===== config.mk =====
export PLATFORM = sky130hd
export DESIGN_NAME = async_fifo_rd_ctrl
export DESIGN_NICKNAME = d
export VERILOG_FILES = /design/src/rtl/async_fifo_rd_ctrl.sv
export SDC_FILE = /design/constraint.sdc
export NUM_CORES = 1
export LEC_CHECK = 0
export CAP_MARGIN = 30
export CORE_MARGIN = 2
export CORE_UTILIZATION = 39
export DETAILED_ROUTE_END_ITERATION = 16
export PLACE_DENSITY_LB_ADDON = 0.08
export SYNTH_ARGS = -nofsm -noshare
export SYNTH_HDL_FRONTEND = slang
export SYNTH_SLANG_ARGS = --single-unit

===== constraint.sdc =====
create_clock -name rd_clk -period 3 [get_ports rd_clk]
set_clock_uncertainty 0.1 [all_clocks]
set_input_delay 0.45 -clock rd_clk [delete_from_list [all_inputs] [get_ports rd_clk]]
set_output_delay 0.45 -clock rd_clk [all_outputs]
set_load 0.02 [all_outputs]

===== src/rtl/async_fifo_rd_ctrl.sv =====
// -----------------------------------------------------------------------------
// async_fifo_rd_ctrl
//
// Read-domain controller for the dual-clock FIFO. It brings the write Gray
// pointer into rd_clk through a SYNC_STAGES flop chain. It keeps the read
// binary and Gray pointers and drives the synchronous-read RAM port. It also
// produces the user-facing status: empty, almost_empty, level and a sticky
// underflow. The partner write-domain controller owns full and shares reset.
//
// Build option:
//   ASYNC_FIFO_RD_FWFT_EN  undefined -> standard mode. rd_en fetches a word
//                                       and rd_valid follows one cycle later.
//                          defined   -> first-word-fall-through mode. The
//                                       head word is presented without rd_en,
//                                       and rd_en consumes it.
//
// Handshake: the user may raise rd_en at any time. A word is transferred when
// rd_en is high while empty is low. In standard mode, the word appears on
// rd_data with rd_valid high on the following cycle. In FWFT mode, rd_data is
// already valid (rd_valid high) when rd_en is sampled. rd_en while empty
// transfers nothing and sets underflow.
//
// Ports:
//   rd_clk, reset    read clock; asynchronous active-high reset
//   wr_gray_ptr      write Gray pointer (registered in the wr_clk domain)
//   rd_en            read request
//   mem_rd_data      RAM output: valid the cycle after mem_rd_en, then held
//   rd_gray_ptr      registered read Gray pointer, sent to the write domain
//   mem_rd_en        RAM read strobe
//   mem_rd_addr      RAM read address (low bits of the binary read pointer)
//   rd_data          read data (straight from the RAM output register)
//   rd_valid         rd_data is valid
//   empty            no word available to the user
//   almost_empty     rd_level <= AE_THRESH
//   rd_level         user-visible occupancy, 0..DEPTH
//   underflow        sticky: rd_en seen while empty
//   state_dbg        output-stage state (1 = OUT_VALID); constant 0 in
//                    standard mode, which has no FSM
// -----------------------------------------------------------------------------
module async_fifo_rd_ctrl #(
    parameter int ADDR_WIDTH  = 4,
    parameter int DATA_WIDTH  = 8,
    parameter int SYNC_STAGES = 2,
    parameter int AE_THRESH   = 2
) (
    input  logic                  rd_clk,
    input  logic                  reset,
    input  logic [ADDR_WIDTH:0]   wr_gray_ptr,
    input  logic                  rd_en,
    input  logic [DATA_WIDTH-1:0] mem_rd_data,
    output logic [ADDR_WIDTH:0]   rd_gray_ptr,
    output logic                  mem_rd_en,
    output logic [ADDR_WIDTH-1:0] mem_rd_addr,
    output logic [DATA_WIDTH-1:0] rd_data,
    output logic                  rd_valid,
    output logic                  empty,
    output logic                  almost_empty,
    output logic [ADDR_WIDTH:0]   rd_level,
    output logic                  underflow,
    output logic                  state_dbg
);

    localparam int PW = ADDR_WIDTH + 1;

    // Each binary bit is the XOR of all Gray bits at or above it.
    function automatic logic [PW-1:0] gray2bin(input logic [PW-1:0] g);
        logic [PW-1:0] b;
        for (int i = 0; i < PW; i++) begin
            b[i] = ^(g >> i);
        end
        return b;
    endfunction

    // ------------------------------------------------------------------ sync
    logic [PW-1:0] sync_q [SYNC_STAGES];
    logic [PW-1:0] wq_gray;
    logic [PW-1:0] wq_bin;

    always_ff @(posedge rd_clk or posedge reset) begin
        if (reset) begin
            for (int i = 0; i < SYNC_STAGES; i++) begin
                sync_q[i] <= '0;
            end
        end else begin
            sync_q[0] <= wr_gray_ptr;
            for (int i = 1; i < SYNC_STAGES; i++) begin
                sync_q[i] <= sync_q[i-1];
            end
        end
    end

    assign wq_gray = sync_q[SYNC_STAGES-1];
    assign wq_bin  = gray2bin(wq_gray);

    // -------------------------------------------------------- read pointers
    logic [PW-1:0] rd_bin;
    logic [PW-1:0] rd_bin_next;
    logic          ram_empty;
    logic [PW-1:0] ram_level;

    assign rd_bin_next = rd_bin + PW'(1);
    assign ram_empty   = (rd_gray_ptr == wq_gray);
    // The subtraction is modulo 2**PW, so the level stays correct across wraps.
    assign ram_level   = wq_bin - rd_bin;
    assign mem_rd_addr = rd_bin[ADDR_WIDTH-1:0];
    assign rd_data     = mem_rd_data;

    always_ff @(posedge rd_clk or posedge reset) begin
        if (reset) begin
            rd_bin      <= '0;
            rd_gray_ptr <= '0;
        end else if (mem_rd_en) begin
            rd_bin      <= rd_bin_next;
            rd_gray_ptr <= rd_bin_next ^ (rd_bin_next >> 1);
        end
    end

`ifdef ASYNC_FIFO_RD_FWFT_EN
    // ------------------------------------------------------ FWFT out stage
    // The RAM output register doubles as the head-of-queue slot. OUT_VALID
    // means it holds an unconsumed word. Consuming the word and refilling the
    // slot happen on the same edge, so the FIFO sustains one word per cycle.
    typedef enum logic {
        OUT_EMPTY = 1'b0,
        OUT_VALID = 1'b1
    } out_state_t;

    out_state_t state, state_next;

    always_ff @(posedge rd_clk or posedge reset) begin
        if (reset) begin
            state <= OUT_EMPTY;
        end else begin
            state <= state_next;
        end
    end

    always_comb begin
        state_next = state;
        mem_rd_en  = 1'b0;
        case (state)
            OUT_EMPTY: begin
                if (!ram_empty) begin
                    mem_rd_en  = 1'b1;
                    state_next = OUT_VALID;
                end
            end
            OUT_VALID: begin
                if (rd_en && !ram_empty) begin
                    mem_rd_en = 1'b1;
                end else if (rd_en) begin
                    state_next = OUT_EMPTY;
                end
            end
            default: state_next = OUT_EMPTY;
        endcase
    end

    assign rd_valid  = (state == OUT_VALID);
    assign empty     = ~rd_valid;
    assign rd_level  = ram_level + PW'(rd_valid);
    assign state_dbg = (state == OUT_VALID);
`else
    // ------------------------------------------------------ standard mode
    logic rd_valid_q;

    assign mem_rd_en = rd_en & ~ram_empty;

    always_ff @(posedge rd_clk or posedge reset) begin
        if (reset) begin
            rd_valid_q <= 1'b0;
        end else begin
            rd_valid_q <= mem_rd_en;
        end
    end

    assign rd_valid  = rd_valid_q;
    assign empty     = ram_empty;
    assign rd_level  = ram_level;
    assign state_dbg = 1'b0;
`endif

    assign almost_empty = (rd_level <= PW'(AE_THRESH));

    // ------------------------------------------------------------ underflow
    // The pointer is left untouched on underflow. Only reset clears the flag.
    always_ff @(posedge rd_clk or posedge reset) begin
        if (reset) begin
            underflow <= 1'b0;
        end else if (rd_en && empty) begin
            underflow <= 1'b1;
        end
    end

endmodule


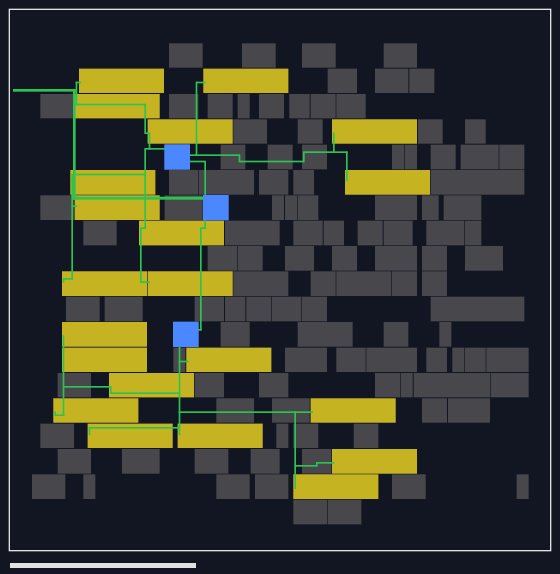
**Above:** run 1 (clock network drawn from the DEF).
Scale bar: 20 um.
[green] clock wires | length: 221 um
[yellow] flip-flops | count: 21
[blue] clock-net drivers | count: 3
routed clock nets	4
Clk power: 0.129 mW
Latency at later pin: 0.29 ns

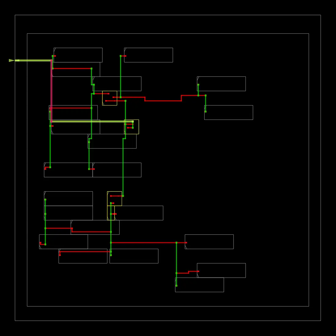
**Above:** run 1 (clock nets).
cts bufs inserted: 3
# clk buffers: 4
TritonCTS Sinks: 21
Seq cells: 21

==> results.toml, run 1 <==
# synthesis and place-and-route metrics
[die]
io_pins = 44
die_y_um = 57.9
die_area_mm2 = 0.00335
row_count = 19
initial_core_util_pct = 41.1
die_width_um = 57.9

[yosys]
ys_types = 27
synth_stat.cells = 94
ys_sh_aoi_pct = 8.17
fa_ha_area_share_pct = 7.28
synth_flops = 21
most_common_cell = "dfrtp_1"
yosysWarnings = 0
ys_area_mm2 = 0.00113
flop_cell = "dfrtp_1"
top_area_share_pct = 46.4
synth_cells = 94

[run]
openroad.warnings = 29
drv_cap = 0

[outcome]
failed_checks = "negative setup slack"
status = "finished with violations"

[routing]
wire_per_inst_um = 12.2
drt-initial-drc-count = 5
dr.pass1.iters = 2

[layout]
fillers = 245
area_growth_pct = 39.2

[grt]
grt-ovfl-total = 0
grt_max_degree = 22
grt_pass1_wl_um = 3300
grt_pass1_vias = 785

[critical_path]
r2r-start = "wq_gray[2]"
cp.arrival_ns = 2.94
critPathCaptureType = "primary output"
r2r_cells = 6

[pwr]
p_total_mw = 1.93
power_density_mw_per_mm2 = 1220
irDropWorstVdd_mv = 0.917

[timing]
setup_slack_ns = -0.485
final_max_slew_viol_count = 0
setup_viol = 4
period_minus_slack_ns = 3.49

[cts]
cts_tree = "done"
h-tree-depth = 1
clockBufferDepth = 2

[worst_hold_path]
hold_class = "reg -> reg"

[placed_design]
gp_congestion = 0.751
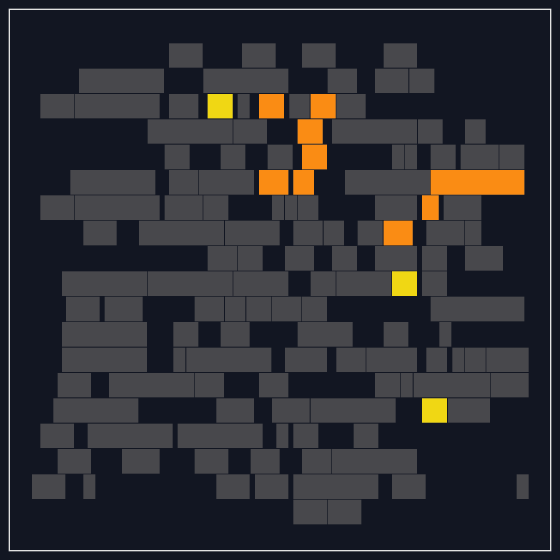
**Above:** run 1 (logic cells by family).
color	family	cells	most used
yellow	non-inverting ao/oa cells	3	a21o_1
orange	aoi and oai cells	9	o211ai_1

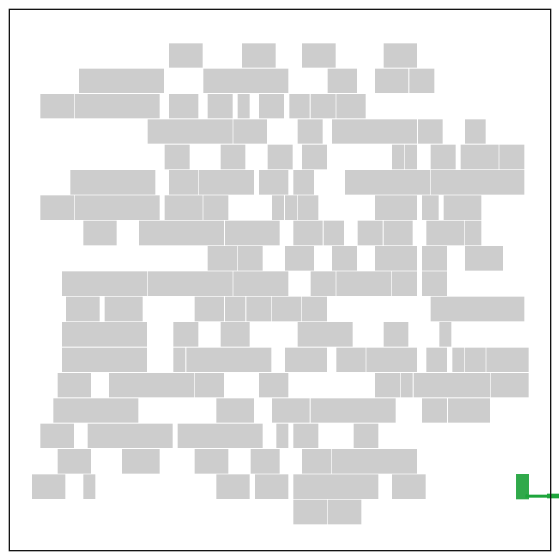
**Above:** run 1 (nets reached from selected ports).
color	port	bits	direction	edge	end cells	wire
green	`state_dbg`	1	output	right	1	2.20 um

-- run 1: worst max-delay path by stage --
stage                           from      endpoint  slack (ns)  depth (start not counted)
after detailed placement  wq_gray[4]  almost_empty       -0.74                         12
final                     wq_gray[4]  almost_empty       -0.49                         12
after global placement    wq_gray[4]  almost_empty       -0.63                         12
after floorplan           wq_gray[4]  almost_empty       -0.28                         11
after global routing      wq_gray[4]  almost_empty       -0.70                         12
after CTS                 wq_gray[3]  almost_empty       -0.52                         12
-- run 1: flip-flops by register name, indices dropped and copies added (netlist names) --
register and count:
rd_gray_ptr 5, sync_q 5, wq_gray 5, rd_bin 4
underflow 1, rd_valid 1
-- run 1: what timing repair did --
action                                  in CTS  in global routing
hold buffers                                 0                  0
gates resized                               24                  8
endpoints found under the setup margin       6                  6
pin swaps                                   10                  5
setup buffers                                3                  2
-- run 1: per-stage QoR --
stage,hold slack [ns],area [um2],setup WS [ns],instances,util [%]
after detailed placement,0.236,1490,-0.744,154,53.9
after floorplan,0.231,1160,-0.277,94,-
after global routing,0.271,1580,-0.698,163,57.2
after global placement,0.234,1490,-0.628,154,53.9
final,0.262,1580,-0.485,163,57.2
after CTS,0.263,1550,-0.518,161,56.1
-- run 1: cell type report --
type | instances | area, um2 | area share [%]
Clock buffer | 4 | 26.3 | 1.67
Tap cell | 31 | 38.8 | 2.46
Sequential cell | 21 | 526 | 33.3
Inverter | 7 | 26.3 | 1.67
Timing Repair Buffer | 44 | 398 | 25.2
Multi-Input combinational cell | 56 | 563 | 35.7
-- run 1: metal layers --
layer / track usage [%] / routed length, um
met2: 22.6 / 1030
met4: 7.31 / 48
met5: 0 / 0
met1: 14.9 / 811
met3: 2.68 / 95
-- run 1: layout by cell type, fill, tap and decap left out, drive strengths merged, types with 2 or more instances in the layout --
| cell | netlist | final |
|---|---|---|
| clkdlybuf4s50 | 0 | 20 |
| clkbuf | 1 | 5 |
| buf | 9 | 22 |
| ha | 5 | 5 |
| dfrtp | 21 | 21 |
| nor2b | 2 | 2 |
| o211ai | 3 | 3 |
| nand2 | 2 | 2 |
| a21o | 2 | 2 |
| and3 | 2 | 2 |
| nand4 | 2 | 2 |
| xnor2 | 14 | 14 |
| inv | 7 | 7 |
| xor2 | 7 | 7 |
| mux2 | 5 | 5 |
| o21ai | 2 | 2 |
-- run 1: logic make-up (layout without fill, tap and decap cells) --
family / Yosys count / after routing
other: 1 / 1
AND-OR/OR-AND: 12 / 12
multiplexers: 5 / 5
buffers and inverters: 17 / 55
AND/OR/NAND/NOR: 11 / 11
flip-flops: 21 / 21
XOR/XNOR: 21 / 21
adder cells (fa/ha/maj): 6 / 6
-- run 1: report_power, final --
| part | internal, mW | total (mW) | switching [mW] |
|---|---|---|---|
| combinational | 0.710 | 1.38 | 0.668 |
| clock | 0.0517 | 0.129 | 0.0774 |
| sequential | 0.364 | 0.424 | 0.0593 |
-- run 1: critical path, delay by kind of cell, from the launching register on --
kind / cells / cell delay, ns
XOR/XNOR: 5 / 0.93
flip-flops: 1 / 0.42
AND-OR/OR-AND: 1 / 0.26
adder cells (fa/ha/maj): 2 / 0.53
buffers and inverters: 4 / 0.48
==> run 2: changes to the inputs <==
CTS_CLUSTER_DIAMETER = 30   (was not set)
GPL_ROUTABILITY_DRIVEN = 1   (was not set)
==> run 2 against run 1 <==
  * The flow still finishes with violations (negative setup slack)
  * Core utilization unchanged
  * Design area did not move
  * Synthesized cell count is the same
  * Register-to-register slack hardly changed
  * Critical path depth unchanged
  * Setup slack stayed put
  * Area after synthesis did not move
  * Final cell count did not move
  * Combinational power barely moved
  * Clock power about the same
  * Non-clock buffer count unchanged
  * Via count is the same
  * Largest power group unchanged
==> results.toml, run 2 <==
# synthesis and place-and-route metrics
[outcome]
failed_checks = "negative setup slack"
status = "finished with violations"

[pwr]
share_comb_of_total_power_pct = 71.4
p_total_mw = 1.93
p_int_mw = 1.13
irDropWorstVdd_mv = 0.917
power_switching_share_pct = 41.7
p_switching_mw = 0.805

[die]
die_area_mm2 = 0.00335
die_y_um = 57.9
initial_core_util_pct = 41.1

[critical_path]
cp.arrival_ns = 2.94
critPathLaunch = "wq_gray[4]"
critPathCaptureType = "primary output"
r2r-start = "wq_gray[2]"

[placed_design]
dpl_worst_slack_ns = -0.744
gp_congestion = 0.751

[timing]
setup_viol = 4
setup_slack_ns = -0.485
whs_ns = 0.262

[yosys]
synth_cells = 94
most_common_cell = "dfrtp_1"
ys_area_mm2 = 0.00113
synth_flops = 21
ys_types = 27

[run]
drv_cap = 0
openroad.warnings = 29

[cts]
clockBufferDepth = 2
clock_sinks = 21
clkLatencyLatePin_ns = 0.29

[routing]
wire_per_inst_um = 12.2
dr.pass1.iters = 2

[grt]
grt_pass1_vias = 785

[worst_hold_path]
hold_class = "reg -> reg"

[layout]
final_cell_area_mm2 = 0.00158
[run 2: cell counts in the layout (fill, tap and decap cells not counted)]
Identical to the previous run, type by type.
[run 2: worst max-delay path by stage]
| stage | to | slack (ns) |
|---|---|---|
| 6_report | almost_empty | -0.49 |
| 5_1_grt | almost_empty | -0.70 |
| 4_1_cts | almost_empty | -0.52 |
| 3_5_place_dp | almost_empty | -0.74 |
| 3_3_place_gp | almost_empty | -0.63 |
| 2_1_floorplan | almost_empty | -0.28 |
[run 2: power groups by stage]
stage / clock, mW / sequential, mW / combinational, mW
after CTS: 0.136 / 0.426 / 1.32
after floorplan: 0 / 0.537 / 0.720
after global routing: 0.155 / 0.436 / 1.48
after global placement: 0 / 0.431 / 1.28
final: 0.129 / 0.424 / 1.38
after detailed placement: 0 / 0.432 / 1.30
[run 2: layer usage]
layer,track usage (%),up-vias,wire [um]
li1,-,373,-
met1,14.9,355,811
met2,22.6,18,1030
met3,2.68,12,95
met4,7.31,0,48
met5,0,-,0
[run 2: layout make-up]
type	count	area, um2
well taps	31	38.8
repair buffers	44	398
fillers	245	1180
inverters	7	26.3
clock buffers	4	26.3
flip-flops and latches	21	526
multi-input cells	56	563
[run 2: through the flow]
step | std cells | setup TNS (ns)
after floorplan | 94 | -0.293
after global placement | 154 | -1.82
after detailed placement | 154 | -2.27
after CTS | 161 | -1.63
after global routing | 163 | -2.18
final | 163 | -1.39
[run 2: cells by family after synthesis]
kind of cell / after synthesis / synth area share (%)
AND-OR/OR-AND: 12 / 8.17
adder cells (fa/ha/maj): 6 / 7.28
buffers and inverters: 17 / 8.61
multiplexers: 5 / 4.97
XOR/XNOR: 21 / 18.9
other: 1 / 0.331
AND/OR/NAND/NOR: 11 / 5.41
flip-flops: 21 / 46.4
[run 2: worst max-delay path: stages (launching register included)]
cell,delay (ns)
dfrtp_1,0.42
xor2_2,0.24
xor2_2,0.22
xor2_2,0.18
xnor2_1,0.14
ha_2,0.20
inv_2,0.04
fa_2,0.33
buf_4,0.14
buf_6,0.11
xor2_4,0.15
a2111oi_4,0.26
buf_4,0.19
[run 2: timing repair]
| action | CTS | global route |
|---|---|---|
| resized | 24 | 8 |
| setup buffers | 3 | 2 |
| setup endpoints to repair | 6 | 6 |
| pin swaps | 10 | 5 |
| hold buffers | 0 | 0 |
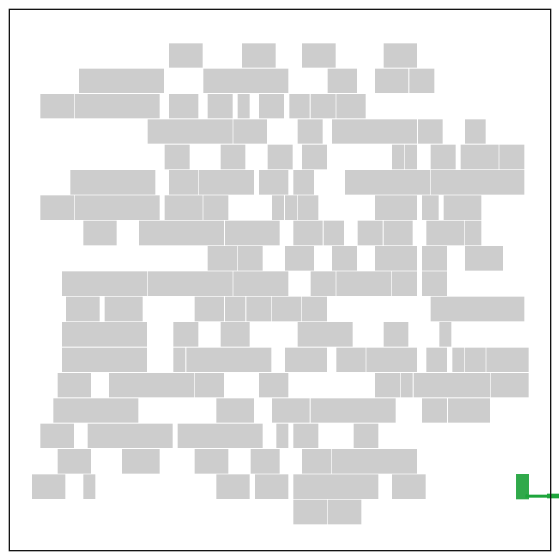
**Above:** run 2 (nets reached from selected ports).
color	port	bits	direction	edge	end cells	wire
green	`state_dbg`	1	output	right	1	2.20 um

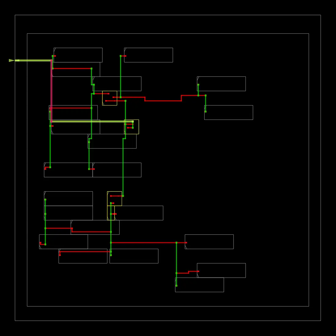
**Above:** run 2 (clock nets).

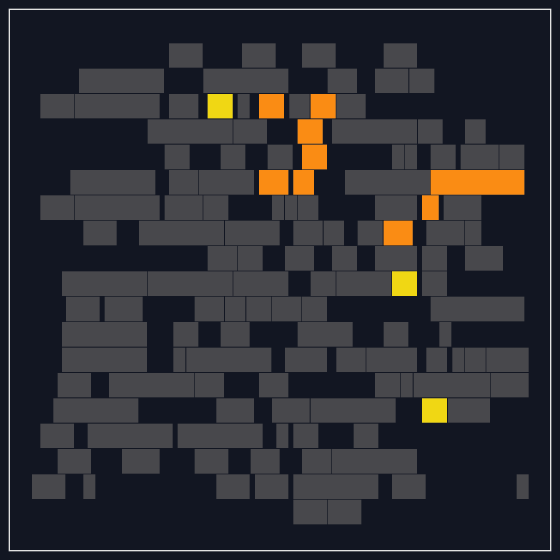
**Above:** run 2 (logic cells by family).
color	family	cells	most used
orange	aoi and oai cells	9	o211ai_1
yellow	non-inverting ao/oa cells	3	a21o_1

Power and IR drop assume default switching activity.
